**Run 1: track usage over the die**

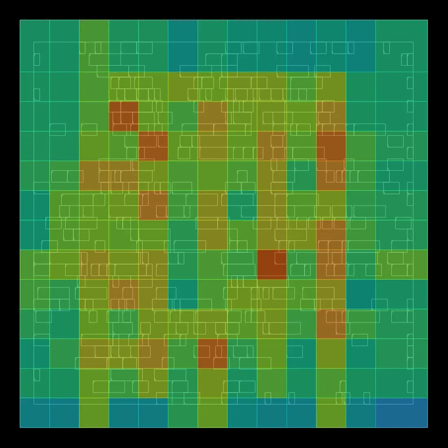
**Run 1: clock network drawn from the DEF**

Scale: 4 px per um.
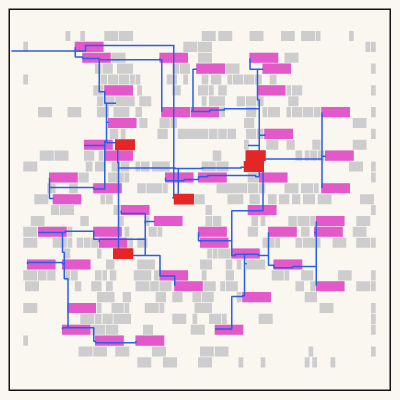
**Run 1: layout detail**

Window x 32 to 62, y 13 to 43 um. Cells in gray, sequential cells in the stronger gray; small squares are vias.
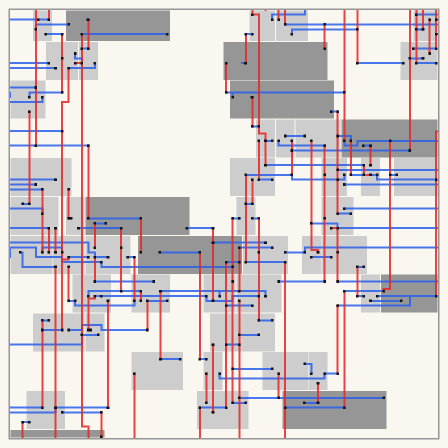
**Run 1: gate-type map**

Scale: 6 px per um.
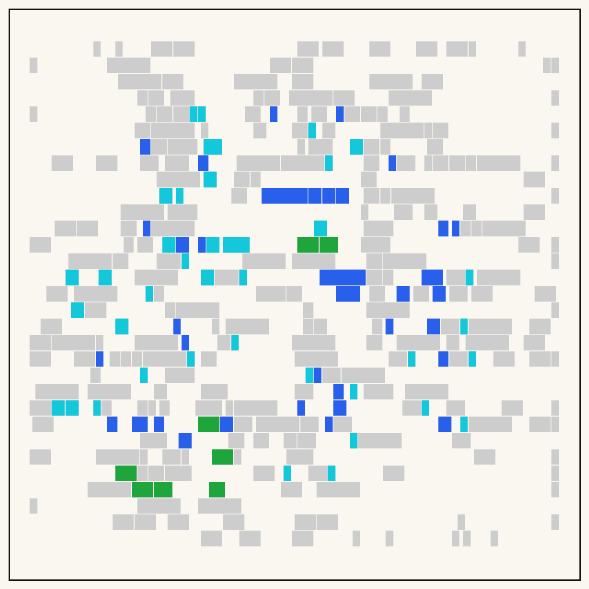
$ cat src/rtl/nested_int_ctrl_pkg.sv
// Shared definitions for the nested interrupt controller: FSM states,
// level constants, vector defaults and small level helpers.
package nested_int_ctrl_pkg;

    typedef enum logic {
        IDLE = 1'b0,
        REQ  = 1'b1
    } state_t;

    localparam logic [1:0] LVL_NONE = 2'd0;
    localparam logic [1:0] LVL1     = 2'd1;
    localparam logic [1:0] LVL2     = 2'd2;
    localparam logic [1:0] LVL3     = 2'd3;

    localparam logic [31:0] VEC_BASE_DEF   = 32'h0000_0400;
    localparam logic [31:0] VEC_STRIDE_DEF = 32'h0000_0040;

    // Highest set level in a 3-bit level mask (bit 2 = level 3), 0 if empty.
    function automatic logic [1:0] highest_level(input logic [2:0] bits);
        logic [1:0] lvl;
        lvl = LVL_NONE;
        if (bits[2]) begin
            lvl = LVL3;
        end else if (bits[1]) begin
            lvl = LVL2;
        end else if (bits[0]) begin
            lvl = LVL1;
        end
        return lvl;
    endfunction

    // One-hot mask for a level; level 0 maps to an empty mask.
    function automatic logic [2:0] level_onehot(input logic [1:0] lvl);
        logic [2:0] mask;
        mask = 3'b000;
        case (lvl)
            LVL1:    mask = 3'b001;
            LVL2:    mask = 3'b010;
            LVL3:    mask = 3'b100;
            default: mask = 3'b000;
        endcase
        return mask;
    endfunction

    // Handler address for a level.
    function automatic logic [31:0] vector_for(input logic [31:0] base,
                                               input logic [31:0] stride,
                                               input logic [1:0]  lvl);
        return base + (stride * {30'd0, lvl});
    endfunction

endpackage

$ cat src/rtl/nested_int_ctrl_if.sv
// CPU-side handshake of the interrupt controller. The CPU is the master
// (enable, ack, eret); the controller is the slave presenting requests.
interface nested_int_ctrl_if;

    logic        int_en;
    logic        int_ack;
    logic        eret;
    logic        int_req;
    logic [1:0]  int_level;
    logic [31:0] int_vector;

    modport master (
        output int_en,
        output int_ack,
        output eret,
        input  int_req,
        input  int_level,
        input  int_vector
    );

    modport slave (
        input  int_en,
        input  int_ack,
        input  eret,
        output int_req,
        output int_level,
        output int_vector
    );

endinterface

$ cat src/rtl/nested_int_ctrl_int_edge_latch.sv
// Per-source request latch: samples the external line, detects a rising
// edge and holds a pending bit until the level is acknowledged.
module int_edge_latch (
    input  logic clk,
    input  logic clr,
    input  logic i_src,
    input  logic i_clr_pend,
    output logic o_pend
);

    logic r_src_d;
    logic r_pend;

    // Edge history and pending bit; a new edge beats a same-cycle clear so
    // a fresh request arriving during the ack is not lost.
    always_ff @(posedge clk) begin
        if (clr) begin
            r_src_d <= 1'b0;
            r_pend  <= 1'b0;
        end else begin
            r_src_d <= i_src;
            if (i_src && !r_src_d) begin
                r_pend <= 1'b1;
            end else if (i_clr_pend) begin
                r_pend <= 1'b0;
            end
        end
    end

    assign o_pend = r_pend;

endmodule

$ cat src/rtl/nested_int_ctrl.sv
// Three-level nested-priority interrupt controller. Requests are latched on
// rising edges, arbitrated against the highest in-service level and handed
// to the CPU one at a time through a req/ack handshake; ERET unwinds nesting.
module nested_int_ctrl
    import nested_int_ctrl_pkg::*;
#(
    parameter logic [31:0] VEC_BASE   = VEC_BASE_DEF,
    parameter logic [31:0] VEC_STRIDE = VEC_STRIDE_DEF,
    parameter int          CNT_W      = 32
) (
    input  logic             clk,
    input  logic             clr,
    input  logic             inter1,
    input  logic             inter2,
    input  logic             inter3,
    nested_int_ctrl_if.slave cpu,
    output logic             inter_running1,
    output logic             inter_running2,
    output logic             inter_running3,
    output logic             eret_err,
    output logic [CNT_W-1:0] int_count
);

    logic [3:1]       w_src;
    logic [3:1]       w_pend;
    logic [3:1]       w_clr_pend;
    logic [3:1]       w_in_service_nxt;
    logic [1:0]       w_cur_pri;
    logic [1:0]       w_win;
    logic             w_eligible;
    logic             w_ack;

    state_t           r_state;
    logic             r_req;
    logic [1:0]       r_level;
    logic [31:0]      r_vector;
    logic [3:1]       r_in_service;
    logic             r_eret_err;
    logic [CNT_W-1:0] r_count;

    assign w_src = {inter3, inter2, inter1};

    for (genvar g = 1; g <= 3; g++) begin : g_src
        int_edge_latch u_latch (
            .clk        (clk),
            .clr        (clr),
            .i_src      (w_src[g]),
            .i_clr_pend (w_clr_pend[g]),
            .o_pend     (w_pend[g])
        );
    end

    assign w_cur_pri  = highest_level(r_in_service);
    assign w_win      = highest_level(w_pend);
    assign w_eligible = cpu.int_en && (w_win > w_cur_pri);
    assign w_ack      = (r_state == REQ) && cpu.int_ack;
    assign w_clr_pend = w_ack ? level_onehot(r_level) : 3'b000;

    // Next in-service mask: ERET retires the innermost level first, then an
    // ack in the same cycle marks its level, so a re-entered level survives.
    always_comb begin
        w_in_service_nxt = r_in_service;
        if (cpu.eret) begin
            w_in_service_nxt = w_in_service_nxt & ~level_onehot(w_cur_pri);
        end
        if (w_ack) begin
            w_in_service_nxt = w_in_service_nxt | level_onehot(r_level);
        end
    end

    // In-service register and the sticky flag for an ERET with nothing active.
    always_ff @(posedge clk) begin
        if (clr) begin
            r_in_service <= 3'b000;
            r_eret_err   <= 1'b0;
        end else begin
            r_in_service <= w_in_service_nxt;
            if (cpu.eret && (r_in_service == 3'b000)) begin
                r_eret_err <= 1'b1;
            end
        end
    end

    // Request FSM with registered req/level/vector; an ack always returns to
    // IDLE, which guarantees a one-cycle gap before the next request.
    always_ff @(posedge clk) begin
        if (clr) begin
            r_state  <= IDLE;
            r_req    <= 1'b0;
            r_level  <= LVL_NONE;
            r_vector <= 32'd0;
        end else begin
            case (r_state)
                IDLE: begin
                    if (w_eligible) begin
                        r_state  <= REQ;
                        r_req    <= 1'b1;
                        r_level  <= w_win;
                        r_vector <= vector_for(VEC_BASE, VEC_STRIDE, w_win);
                    end
                end
                REQ: begin
                    if (cpu.int_ack) begin
                        r_state  <= IDLE;
                        r_req    <= 1'b0;
                        r_level  <= LVL_NONE;
                        r_vector <= 32'd0;
                    end else if (!cpu.int_en || (w_win <= w_cur_pri)) begin
                        r_state  <= IDLE;
                        r_req    <= 1'b0;
                        r_level  <= LVL_NONE;
                        r_vector <= 32'd0;
                    end else if (w_win > r_level) begin
                        r_level  <= w_win;
                        r_vector <= vector_for(VEC_BASE, VEC_STRIDE, w_win);
                    end
                end
                default: begin
                    r_state  <= IDLE;
                    r_req    <= 1'b0;
                    r_level  <= LVL_NONE;
                    r_vector <= 32'd0;
                end
            endcase
        end
    end

    // Accepted-interrupt counter, wrapping naturally at its width.
    always_ff @(posedge clk) begin
        if (clr) begin
            r_count <= '0;
        end else if (w_ack) begin
            r_count <= r_count + CNT_W'(1);
        end
    end

    assign cpu.int_req     = r_req;
    assign cpu.int_level   = r_level;
    assign cpu.int_vector  = r_vector;
    assign inter_running1  = r_in_service[1];
    assign inter_running2  = r_in_service[2];
    assign inter_running3  = r_in_service[3];
    assign eret_err        = r_eret_err;
    assign int_count       = r_count;

endmodule

$ cat src/flat_wrapper.sv
// flat-port wrapper written by rule: the top's interface ports become plain ports
module nested_int_ctrl_flat import nested_int_ctrl_pkg::*;
#(
    parameter logic [31:0] VEC_BASE   = VEC_BASE_DEF,
    parameter logic [31:0] VEC_STRIDE = VEC_STRIDE_DEF,
    parameter int          CNT_W      = 32
)
  (clk, clr, inter1, inter2, inter3, inter_running1, inter_running2, inter_running3, eret_err, int_count, cpu_int_en, cpu_int_ack, cpu_eret, cpu_int_req, cpu_int_level, cpu_int_vector);
  nested_int_ctrl_if cpu_i ();
  input  logic clk;
  input  logic clr;
  input  logic inter1;
  input  logic inter2;
  input  logic inter3;
  output logic inter_running1;
  output logic inter_running2;
  output logic inter_running3;
  output logic eret_err;
  output logic [CNT_W-1:0] int_count;
  input wire logic [$bits(cpu_i.int_en)-1:0] cpu_int_en;
  input wire logic [$bits(cpu_i.int_ack)-1:0] cpu_int_ack;
  input wire logic [$bits(cpu_i.eret)-1:0] cpu_eret;
  output wire logic [$bits(cpu_i.int_req)-1:0] cpu_int_req;
  output wire logic [$bits(cpu_i.int_level)-1:0] cpu_int_level;
  output wire logic [$bits(cpu_i.int_vector)-1:0] cpu_int_vector;
  assign cpu_i.int_en = cpu_int_en;
  assign cpu_i.int_ack = cpu_int_ack;
  assign cpu_i.eret = cpu_eret;
  assign cpu_int_req = cpu_i.int_req;
  assign cpu_int_level = cpu_i.int_level;
  assign cpu_int_vector = cpu_i.int_vector;
  nested_int_ctrl #(.VEC_BASE(VEC_BASE), .VEC_STRIDE(VEC_STRIDE), .CNT_W(CNT_W)) u_core (.clk(clk), .clr(clr), .inter1(inter1), .inter2(inter2), .inter3(inter3), .cpu(cpu_i), .inter_running1(inter_running1), .inter_running2(inter_running2), .inter_running3(inter_running3), .eret_err(eret_err), .int_count(int_count));
endmodule
$ cat config.mk
export PLATFORM = sky130hd
export DESIGN_NAME = nested_int_ctrl_flat
export DESIGN_NICKNAME = d
export VERILOG_FILES = /design/src/rtl/nested_int_ctrl_pkg.sv /design/src/rtl/nested_int_ctrl_if.sv /design/src/rtl/nested_int_ctrl_int_edge_latch.sv /design/src/rtl/nested_int_ctrl.sv /design/src/flat_wrapper.sv
export SDC_FILE = /design/constraint.sdc
export NUM_CORES = 1
export LEC_CHECK = 0
export CAP_MARGIN = 20
export CORE_MARGIN = 3
export CORE_UTILIZATION = 32
export DETAILED_ROUTE_END_ITERATION = 8
export PLACE_DENSITY_LB_ADDON = 0.12
export SKIP_LAST_GASP = 1
export SYNTH_ARGS = -nofsm -noshare
export SYNTH_HDL_FRONTEND = slang
export SYNTH_SLANG_ARGS = --single-unit
$ cat constraint.sdc
create_clock -name clk -period 4 [get_ports clk]
set_clock_uncertainty 0.05 [all_clocks]
set_input_delay 0.8 -clock clk [delete_from_list [all_inputs] [get_ports clk]]
set_output_delay 0.8 -clock clk [all_outputs]
set_load 0.005 [all_outputs]
==> metrics.yaml, run 1 <==
synth_cells: 285
p_leak_nw: 1.113
postCtsSetupBuffers: 0
rsz0062_at_grt: "no"
swShare_pct: 23.44
first_global_vias: 1756
lay_top_count: "clkdlybuf4s50_1"
groute.usage.overall_pct: 12.01
num_rows: 31
h-tree-depth: 2
dr.pass1.iters: 4
cp-start-kind: "input port"
drive_above_1_share_pct: 8.563
chipArea_um2: 9005
io_buffers: 49
cts_resized: 0
cp.arrival_ps: 2780
synth_seq_share_pct: 37.21
cp-end-kind: "flip-flop"
pwr-share-comb_pct: 9.9
critical_path_required_ps: 4140
synth_cell_types: 49
wire_per_inst_um: 12.20
vdd_drop_max_v: 0.0001302
yosys.area_share.simple_pct: 25.28
initial_core_util_pct: 33.95
synthAoiAreaFrac_pct: 14.30
p_switching_mw: 0.2092
finalMaxSlewViolations: 0
flop_cell: "dfxtp_1"
period_used_pct: 66.02
finalHoldViolCount: 0
max-cap-violations: 0
max_slew_margin_pct: 39.73
dr.first_iter.drc_count: 40
grt_start_max_net_pins: 26
cts_root_buffer: "clkbuf_8"
pwr-share-seq_pct: 54.9
antenna_left: 0
min_path_type: "flip-flop to flip-flop"
dp_cells: 418
warnings: 26
clock_sinks: 47
synthArstFlopShare_pct: 0
area_growth_syn_to_layout_pct: 20.44
antenna_found_initial: 0
netlist_area_um2: 2529
die_w_um: 94.90
die_h_um: 94.90
gp_congestion: 0.7008
lay_top_cells: "clkdlybuf4s50_1, dfxtp_1, conb_1"
reg2reg_slack_ps: 1740
final_net_count: 339
vias_per_cell: 4.770
powerDensity_nw_per_um2: 293.1
synth-seq-cells: 47
grt_overflow_total: 0
ys_cells: 285
tightest_slew_ps: 901.2
avgSynthCellArea_um2: 8.873
nFillCells: 726
num_io_pins: 79
yosys_area_um2: 2529
grt_pass1_wl_um: 8528
worstRegToRegCells: 6
topCombFamilyByArea: "simple AND/OR/NAND/NOR gates"
fin_crit_ps: 2641
path_class: "input port to flip-flop"
synth_xor_xnor_area_share_pct: 3.464
path_clk_slew_ps: 90
cts_tree: "yes"
synth-edff-count: 0
numCtsBuffers: 5
mux_share_pct: 2.622
finalSetupViolations: 0
crit_fanout: 20
r2r_start: "u_core.g_src[2].u_latch.o_pend$_SDFFE_PP0P_"
hold_path.startpoint: "u_core.cpu.int_req$_SDFFE_PP0P_"
diodes: 0
dp_hpwl_um: 3893
dr_total_vias: 2032
drc_errors: 0
ys_sh_adder_pct: 2.474
rr_endpoint: "u_core.cpu.int_level[0]$_SDFFE_PP0P_"
ys_warn_count: 0
stdcell_count: 426
hold-path-endpoint: "u_core.cpu.int_req$_SDFFE_PP0P_"
outcome: "complete, no violations"
ctsHoldBuffers: 0
hold_depth: 1
fmax_mhz: 378.7
cts_buffer_depth: 2
wl_um: 5198
fin_tns_setup_ps: 0
coreArea_um2: 7447
p_int_mw: 0.6833
-- 'track usage over the die' (at the start) --
GR peak layer: met2
met2 usage: 18.32%

-- 'clock network drawn from the DEF' (at the start) --
Red stands for cells driving clock nets, count 5. Magenta stands for flip-flops, count 47. Blue stands for clock wires, length 634 um.
There are 6 routed clock nets. Position of the flops: widely spread.
Clock Power Share: 35.2%
Clk. pwr: 0.314 mW
Clk Latency, worst-skew pair: 290 ps

-- 'layout detail' (at the start) --
Blue stands for met1. Red stands for met2.
Most frequent: dfxtp_1 (8), nor2_1 (6). Sequential cells in the window: 8. Netlist names of flops here include u_core.int_count (6). 48 logic cells have their middle in the window.

-- 'gate-type map' (at the start) --
Blue stands for NAND gates, cells 36. Cyan stands for NOR gates, cells 38. Green stands for AND-OR and OR-AND gates, cells 8.

## run 1: area by class of cell
class	count	area, um^2	share of cell area [%]
Timing Repair Buffer	52	513.0	16.84
Multi-Input combinational cell	209	1326	43.55
Sequential cell	47	940.9	30.90
Inverter	11	41.29	1.356
Tap cell	99	123.9	4.067
Clock buffer	8	100.1	3.287
## run 1: per-layer routing
layer	global-route usage (%)	vias up	routed length (um)
met3	3.267	4	315
met1	16.19	941	2537
met5	0	-	0
li1	-	1034	-
met4	4.327	0	59
met2	18.32	53	2285
## run 1: state kept, by name (all words and copies together) (netlist names)
signal	flops
u_core.cpu.int_level	1
u_core.cpu.int_req	1
u_core.cpu.int_vector	2
u_core.eret_err	1
u_core.g_src.u_latch.o_pend	3
u_core.g_src.u_latch.r_src_d	3
u_core.int_count	32
u_core.r_in_service	3
u_core.r_state	1
## run 1: synth_stat cells (4+ instances only)
master    instances  area (um^2)
ha_1              5        62.56
inv_1            11        41.29
a21oi_1          23        115.1
dfxtp_1          47        940.9
buf_4            32        240.2
and2_1            4        25.02
clkbuf_1          6        22.52
and4_1            6        52.55
o21ai_0           4        20.02
nand2_1          13        48.80
buf_6             4        45.04
mux2_2            5        56.30
nand4_1           8        50.05
o31ai_1          13        97.59
nor2_1           23        86.33
xor2_1            9        78.83
nor4_1            4        25.02
or4_1            13        97.59
nor2b_1           9        56.30
nand3_1           7        35.03
## run 1: worst max-delay path, stage by stage
cell	delay (ps)
clkdlybuf4s50_1	510
and4_1	250
nand2_1	370
nor4b_1	470
mux2_2	370
## run 1: worst max path at each step
| stage | cells after the start | end | startpoint |
|---|---|---|---|
| final | 5 | u_core.int_count[25]$_SDFFE_PP0P_ | cpu_int_ack |
| after global routing | 5 | u_core.int_count[25]$_SDFFE_PP0P_ | cpu_int_ack |
| after CTS | 5 | u_core.int_count[25]$_SDFFE_PP0P_ | cpu_int_ack |
| after detailed placement | 5 | u_core.int_count[25]$_SDFFE_PP0P_ | cpu_int_ack |
| after global placement | 5 | u_core.int_count[25]$_SDFFE_PP0P_ | cpu_int_ack |
| after floorplan | 5 | u_core.int_count[25]$_SDFFE_PP0P_ | cpu_int_ack |
## run 1: stage by stage
| stage | worst slack, ps | power [mW] | util (%) | area (um^2) | hold WS, ps |
|---|---|---|---|---|---|
| floorplan | 1914 | 0.5739 | - | 2634 | 410.5 |
| global placement | 1086 | 0.5899 | 39.55 | 2945 | 398.6 |
| detailed placement | 1037 | 0.5897 | 39.55 | 2945 | 408.0 |
| CTS | 1352 | 0.9101 | 40.89 | 3045 | 429.4 |
| global route | 1280 | 0.9446 | 40.89 | 3045 | 458.9 |
| finish | 1359 | 0.8926 | 40.89 | 3045 | 425.9 |
## run 1: power groups by stage
stage / logic (mW) / registers [mW] / clock network [mW]
after floorplan: 0.0740 / 0.500 / 0
after global placement: 0.0886 / 0.501 / 0
after detailed placement: 0.0880 / 0.502 / 0
after CTS: 0.0888 / 0.491 / 0.331
after global routing: 0.102 / 0.493 / 0.350
final: 0.0881 / 0.490 / 0.314
**Run 1: signal metal coverage by tile**

Scale: 4 px per um. 19 x 19 tiles, from white (low) to dark blue (high), scaled to the fullest tile. Values are wire area over tile area, all layers added.
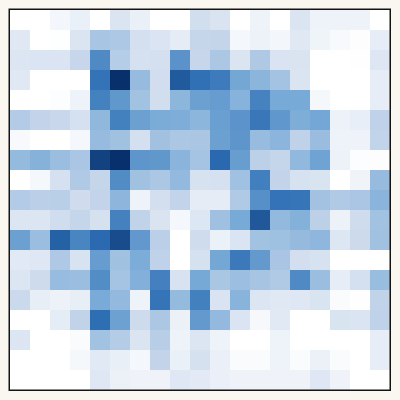

==> inputs of run 2 (changes only) <==
==> constraint.sdc (replaced) <==
create_clock -name clk -period 2.23 [get_ports clk]
set_clock_uncertainty 0.05 [all_clocks]
set_input_delay 0.446 -clock clk [delete_from_list [all_inputs] [get_ports clk]]
set_output_delay 0.446 -clock clk [all_outputs]
set_load 0.005 [all_outputs]
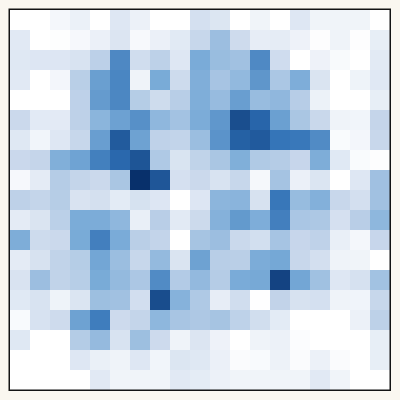
**Above:** run 2 (signal metal coverage by tile).
Scale: 4 px per um. 19 x 19 tiles, from white (low) to dark blue (high), scaled to the fullest tile. Values are wire area over tile area, all layers added.
12% of the tiles are over half the peak. The mean over all tiles is 0.096. The fullest tile reaches 0.38.
Vias: 2085
Tot GR Track Use: 12.75%

==> run 2 against run 1 <==
Net effect:
- via count grew 2.6%
- global-route usage increased by 0.75 points
- worst setup slack worse by 1100 ps
- largest power group unchanged
- highest routed layer unchanged
==> metrics.yaml, run 2 <==
final_util_pct: 42.07  # +1.2 points
die_h_um: 94.90  # unchanged
gp_congestion: 0.7771  # +11%
chipArea_um2: 9005  # unchanged
ys_warn_count: 0  # unchanged
cts_tree: "yes"
dp_hpwl_um: 3904  # +0.29%
antenna_left: 0  # unchanged
common_cells: "dfxtp_1, buf_4, a21oi_1, nor2_1"
wire_per_inst_um: 12.50  # +2.5%
min_path_type: "flip-flop to flip-flop"
cp.arrival_ps: 2140  # -640 ps
num_io_pins: 79  # unchanged
most_common_cell: "dfxtp_1"
dr.first_iter.drc_count: 74  # +85%
wl_um: 5452  # +4.9%
path_class: "input port to flip-flop"
area_growth_syn_to_layout_pct: 23.90
nFillCells: 775  # +6.7%
synth_cells: 285  # unchanged
finalSetupViolations: 0  # unchanged
fin_crit_ps: 2005
hold_slack_ps: 427.8  # +1.859 ps
p_total_mw: 1.529  # +71%
ctsHoldBuffers: 0  # unchanged
logic_area_um2: 1326  # unchanged
cp-start-kind: "input port"
diodes: 0  # unchanged
vias_per_cell: 4.782  # +0.25%
coreArea_um2: 7447  # unchanged
ys_cells: 285  # unchanged
cp-end-kind: "flip-flop"
stdcell_count: 436  # +2.3%
h-tree-depth: 2  # unchanged
fin_ws_ps: 224.6  # -1135 ps
worstSkewPairLatency_ps: 290  # about the same
io_buffers: 49  # unchanged
warnings: 26  # unchanged
synth-edff-count: 0  # unchanged
numCtsBuffers: 5  # unchanged
top_cells_by_area: "dfxtp_1, buf_4, a21oi_1"
netlist_area_um2: 2529  # unchanged
die_w_um: 94.90  # unchanged
fin_tns_setup_ps: 0  # unchanged
flop_area_um2: 940.9  # unchanged
top_area_cell: "dfxtp_1"
first_global_vias: 1923  # +9.5%
drive_above_1_share_pct: 11.28  # +2.7 points
synth_seq_share_pct: 37.21  # unchanged
outcome: "complete, no violations"
lay_top_count: "clkdlybuf4s50_1"
dp_cells: 430  # +2.9%
vdd_drop_max_v: 0.0002116  # +62%
dp_worst_setup_slack_ps: -111.8  # -1148 ps
antenna_found_initial: 0  # unchanged
cts_buffer_depth: 2  # unchanged
place_area_um2: 3060  # +3.9%
dr.pass1.iters: 4  # unchanged
grt_pass1_wl_um: 9177  # +7.6%
finalHoldViolCount: 0  # unchanged
grt_start_max_net_pins: 50  # +92%
drc_errors: 0  # unchanged
synth-seq-cells: 47  # unchanged
path_clk_slew_ps: 80  # about the same
flop_cell: "dfxtp_1"
final_area_um2: 3133  # +2.9%
fmax_mhz: 498.7
critical_path_required_ps: 2370  # -1770 ps
synthArstFlopShare_pct: 0  # unchanged
avgSynthCellArea_um2: 8.873  # unchanged
num_rows: 31  # unchanged
grt_overflow_total: 0  # unchanged
final_net_count: 351  # +3.5%
largest_reg_flops: 32  # unchanged
crit_fanout: 14  # -30%
rsz0062_at_grt: "no"
max-cap-violations: 0  # unchanged
finalMaxSlewViolations: 0  # unchanged
powerDensity_nw_per_um2: 488.0  # +67%
synth_cell_types: 49  # unchanged
yosysTopAreaCellShare_pct: 37.21  # unchanged
cts_root_buffer: "clkbuf_8"
cts_resized: 0  # unchanged
p_leak_nw: 1.170  # +5.1%
initial_core_util_pct: 33.95  # unchanged
postCtsSetupBuffers: 0  # unchanged
yosys_area_um2: 2529  # unchanged
period_used_pct: 89.93
clock_sinks: 47  # unchanged
lay_top_cells: "clkdlybuf4s50_1, dfxtp_1, conb_1"
-- run 2: cell counts after synthesis --
Identical to the previous run, type by type.
-- run 2: critical path, cell delays in order --
cell	delay [ps]
clkdlybuf4s50_1	520
and4_1	240
nand2_1	100
buf_12	160
nor4b_1	300
mux2_2	370
-- run 2: final timing paths --
check / from / endpoint / slack [ps] / cells after the start
worst min register to register: u_core.cpu.int_req$_SDFFE_PP0P_ / u_core.cpu.int_req$_SDFFE_PP0P_ / 430 / 1
worst max register to register: u_core.g_src[2].u_latch.o_pend$_SDFFE_PP0P_ / u_core.cpu.int_level[0]$_SDFFE_PP0P_ / 260 / 7
worst min-delay path: u_core.cpu.int_req$_SDFFE_PP0P_ / u_core.cpu.int_req$_SDFFE_PP0P_ / 430 / 1
worst max-delay path: cpu_int_ack / u_core.int_count[25]$_SDFFE_PP0P_ / 220 / 6
-- run 2: layout make-up --
type / instances / share of cell area (%)
multi-input cells: 209 / 42.33
well taps: 99 / 3.954
flip-flops and latches: 47 / 30.03
clock buffers: 6 / 2.316
repair buffers: 64 / 20.05
inverters: 11 / 1.318
-- run 2: layer usage --
layer / global-route usage [%] / vias up / part of all wire [%]
met1: 17.22 / 951 / 50
li1: - / 1064 / -
met3: 3.187 / 6 / 6.0
met2: 20.08 / 64 / 43
met5: 0 / - / 0
met4: 3.726 / 0 / 1.1
-- run 2: where the power goes --
| group | internal [mW] | switching (mW) |
|---|---|---|
| clock network | 0.210 | 0.276 |
| registers | 0.860 | 0.0192 |
| logic | 0.0861 | 0.0774 |
| total | 1.16 | 0.372 |
-- run 2: logic make-up after synthesis --
group | Yosys count | share of synthesized area [%]
buffers and inverters | 57 | 14.50
AND/OR/NAND/NOR | 104 | 25.28
flip-flops | 47 | 37.21
other | 1 | 0.1483
adder cells (fa/ha/maj) | 5 | 2.474
XOR/XNOR | 10 | 3.464
multiplexers | 6 | 2.622
AND-OR/OR-AND | 55 | 14.30
No activity file was given, so power comes from the tool's default toggle rates.
